==> config.mk <==
export PLATFORM = sky130hd
export DESIGN_NAME = cjb_addsub16_seq_flat
export DESIGN_NICKNAME = d
export VERILOG_FILES = /design/src/rtl/cjb_addsub16_seq_if.sv /design/src/rtl/cjb_addsub16_seq.sv /design/src/flat_wrapper.sv
export SDC_FILE = /design/constraint.sdc
export NUM_CORES = 1
export LEC_CHECK = 0
export ABC_CLOCK_PERIOD_IN_PS = 1900
export CAP_MARGIN = 20
export CORE_UTILIZATION = 46
export CTS_CLUSTER_DIAMETER = 150
export DETAILED_ROUTE_END_ITERATION = 8
export PLACE_DENSITY = 0.85
export SYNTH_ARGS = -nofsm -noshare
export SYNTH_HDL_FRONTEND = slang
export SYNTH_SLANG_ARGS = --single-unit
==> constraint.sdc <==
create_clock -name clock -period 1.9 [get_ports clock]
set_input_delay 0.19 -clock clock [delete_from_list [all_inputs] [get_ports clock]]
set_output_delay 0.19 -clock clock [all_outputs]
set_load 0.05 [all_outputs]
Sequential cells grouped by signal name:
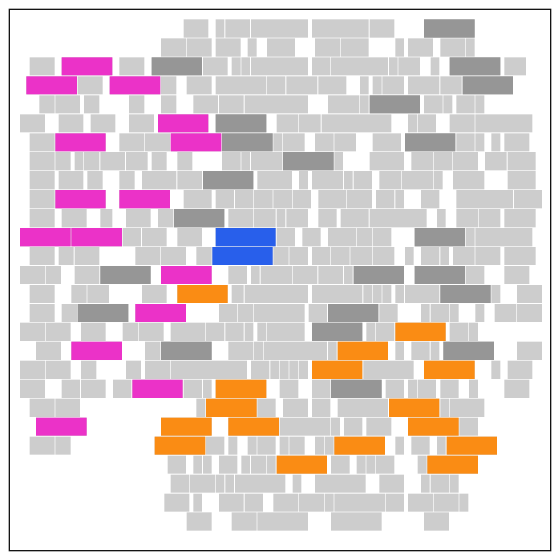
[blue] u_core.r_state | flops: 2
[magenta] u_core.bus.result | flops: 15
[orange] u_core.r_a | flops: 16
not colored: 22
flop share of the area: 0.274
Core Util, Final: 0.736
Seq power: 0.00135 W
Storage cell area: 1110 um^2

Cell placement:
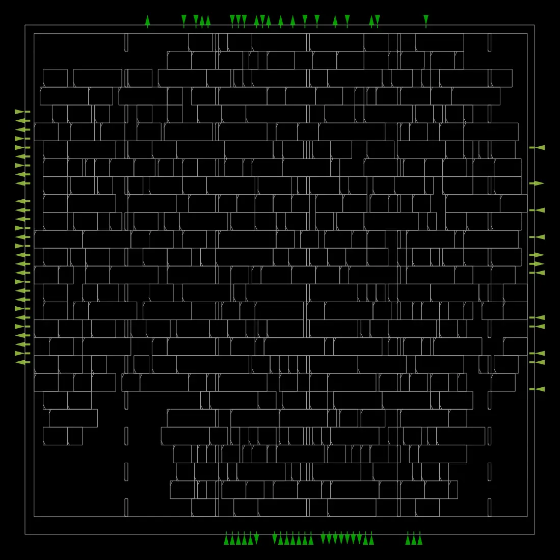
flip-flops: 55
non-filler cells, final: 455
Std-Cell Rows: 27

Routed metal per tile:
The bar under the picture is 20 um long. The die is cut into 15 by 15 equal tiles; black is low, pale yellow is high, scaled to the fullest tile. Values are wire area over tile area, all layers added.
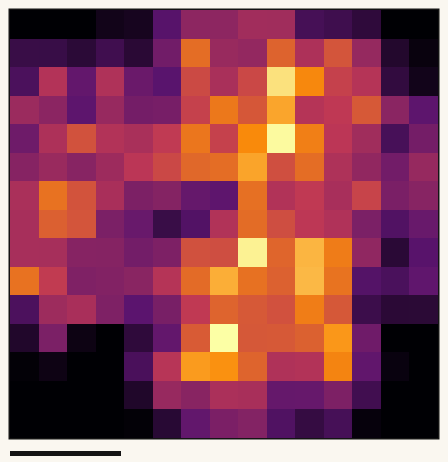
nearly empty tiles: 12%
tiles over half the peak: 29%
fullest tile: 0.53
emptiest ninth of the die: south-west
Global Route Usage Sum: 0.253
post-DR wirelength/cell: 16.2 um
Routed WL: 7370 um

Placed cells, one color a class:
Fill, decap, tap and diode cells in gray.
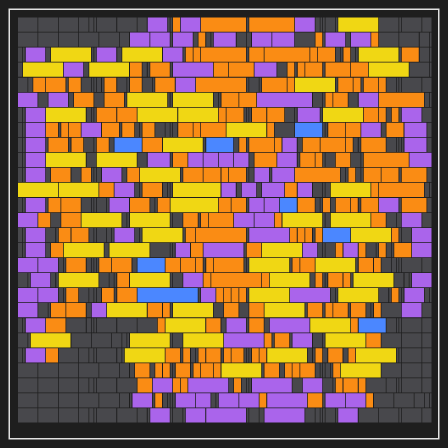
[orange] combinational and other logic | cells: 216
[yellow] sequential cells | cells: 55
[purple] remaining buffers and delay cells | cells: 104
[blue] clock drivers and dummy loads | cells: 8
core area: 5510 um^2
post-route cell area: 4050 um^2

==> qor.txt <==
status: finished, violations left
violated checks: negative setup slack
critical path class: flip-flop to primary output
slack of the worst reg-to-reg path: 0.36 ns
Area Overhead vs Synth: 54.7%
# H-tree levels: 2
Final Slew Violations: 0
Residual DRC: 0
Final nets: 434
Worst Max-Slew Pin Slew: 0.518 ns
Worst Hold Class: input pin to flip-flop
PortBufs: 84
Avg Inst Size Synth: 8.91 um^2
Via density: 5.29
vias post-DR: 2406
Yosys cell types: 27
most instantiated logic cells after routing: nand2_1 (67), clkdlybuf4s50_1 (65), dfxtp_1 (53), a21boi_1 (33)
antenna-violating nets left: 0
fp util: 0.476
vias in the first global route: 2441
Log Warnings: 33
crit path max fanout: 4
ant diodes: 0
worst setup margin: -0.190 ns
Yosys Chip Area: 2620 um^2
Ys Warns: 0
Max rail drop VDD: 0.540 mV
Power Density: 861 nW/um^2
CTS root buf: clkbuf_8
die height: 77.5 um
maximum clock insertion buffer count: 2
number of enable flip-flop cells: 0
Detailed Place HPWL: 4610 um
fill cell count: 385
DIE AREA: 6000 um^2
CP arrival: 1.90 ns
Final Cycle Share: 1.10
TritonCTS Buffers: 5
initial antenna violation count: 0
num ports: 85
Commonest Layout Cell: nand2_1
Hold Vio Cnt, Final: 0
share of cells above drive strength 1: 0.191
RePlAce Congestion: 0.811
drt pass-1 iters: 4
Setup-failing EPs final: 8
asr flop ratio synth: 0
Slew headroom: 0.653
unrepaired setup endpoints after global routing: yes
Die X: 77.5 um
Synthesized Nets: 346
#FFs+latches synth: 55
post-route setup TNS: -1.30 ns
CTS tree: done
Leak: 1.58 nW
Hold-fix buffers, CTS: 0
first-pass GRT wire length: 11700 um
Setup crit end kind: primary output
1st-iter DRT viols: 154
CP required: 1.71 ns
clock sink count: 55
Syn Std Cell Area: 2620 um^2
worst-case reg-to-reg path depth: 6
# Cells Yosys: 294
Gate Count Post-Synth: 294
Worst-path clk slew: 0.10 ns
Skew-Pair Late Insertion Delay: 0.32 ns
Main synth FF type: dfxtp_1
Worst Skew: 0.00935 ns
Startpoint Class: flip-flop
max-cap violations: 0
total gr overflow: 0
largest net degree at the start of global routing: 46
final critical-path required period: 2.09 ns
WHS Path Cells: 3
fmax: 0.478 GHz
Post-synth seq share: 0.420
==> logic make-up after synthesis <==
logic type	synth area share
compound gates	0.151
mux	0.107
simple gates	0.186
xor+xnor	0.0535
flops	0.420
buf+inv	0.0535
fa+ha+maj	0.0287
==> power breakdown <==
part	switching (W)	total (W)	internal (W)
clock	0.000397	0.000831	0.000434
sequential	0.0000858	0.00135	0.00127
combinational	0.000736	0.00130	0.000566
total	0.00122	0.00349	0.00227
==> per-stage QoR <==
step / hold slack (ns) / setup WS [ns] / area (um^2) / instances / power, W
4_1_cts: 0.416 / -0.161 / 4040 / 455 / 0.00344
2_1_floorplan: 0.325 / 0.00227 / 2730 / 294 / 0.00214
5_1_grt: 0.408 / -0.245 / 4050 / 455 / 0.00364
6_report: 0.409 / -0.190 / 4050 / 455 / 0.00349
3_3_place_gp: 0.442 / 0.0627 / 3730 / 442 / 0.00251
3_5_place_dp: 0.446 / -0.000234 / 3730 / 442 / 0.00254
==> metal layers <==
metal	GRT usage	share of wire	up-vias
met2	0.441	0.50	92
met1	0.283	0.40	1141
li1	-	-	1148
met5	0	0	-
met4	0.128	0.042	0
met3	0.0647	0.057	25
==> synth_stat cells, drive strengths merged (5+ instances only) <==
| master | instances | area [um^2] |
|---|---|---|
| buf | 13 | 83.8 |
| clkbuf | 10 | 37.5 |
| dfxtp | 55 | 1100 |
| a22oi | 16 | 120 |
| nor2 | 10 | 37.5 |
| nand2 | 68 | 255 |
| ha | 6 | 75.1 |
| a21boi | 33 | 248 |
| inv | 5 | 18.8 |
| nor2b | 20 | 125 |
| xor2 | 16 | 140 |
| mux2i | 28 | 280 |
==> area by class of cell <==
| class | instances | area (um^2) | area share |
|---|---|---|---|
| multi-input cells | 211 | 1570 | 0.386 |
| well taps | 72 | 90.1 | 0.0222 |
| repair buffers | 104 | 1140 | 0.281 |
| flip-flops and latches | 55 | 1110 | 0.274 |
| clock buffers | 6 | 82.6 | 0.0204 |
| clock inverters | 2 | 38.8 | 0.00958 |
| inverters | 5 | 26.3 | 0.00649 |
==> worst max-delay path, stage by stage, from the launching register on <==
cell	delay [ns]
dfxtp_4	0.40
inv_4	0.06
ha_4	0.15
a22o_1	0.23
or2_1	0.25
buf_6	0.15
mux2i_4	0.16
buf_6	0.19
==> what timing repair did <==
action                                  in CTS  in global routing
endpoints found under the setup margin      17                 17
gates resized                               33                  3
hold endpoints to repair                     0                  0
pin swaps                                    2                  3
setup buffers                                5                  0
gates cloned                                 1                  0
Power and IR drop assume default switching activity.
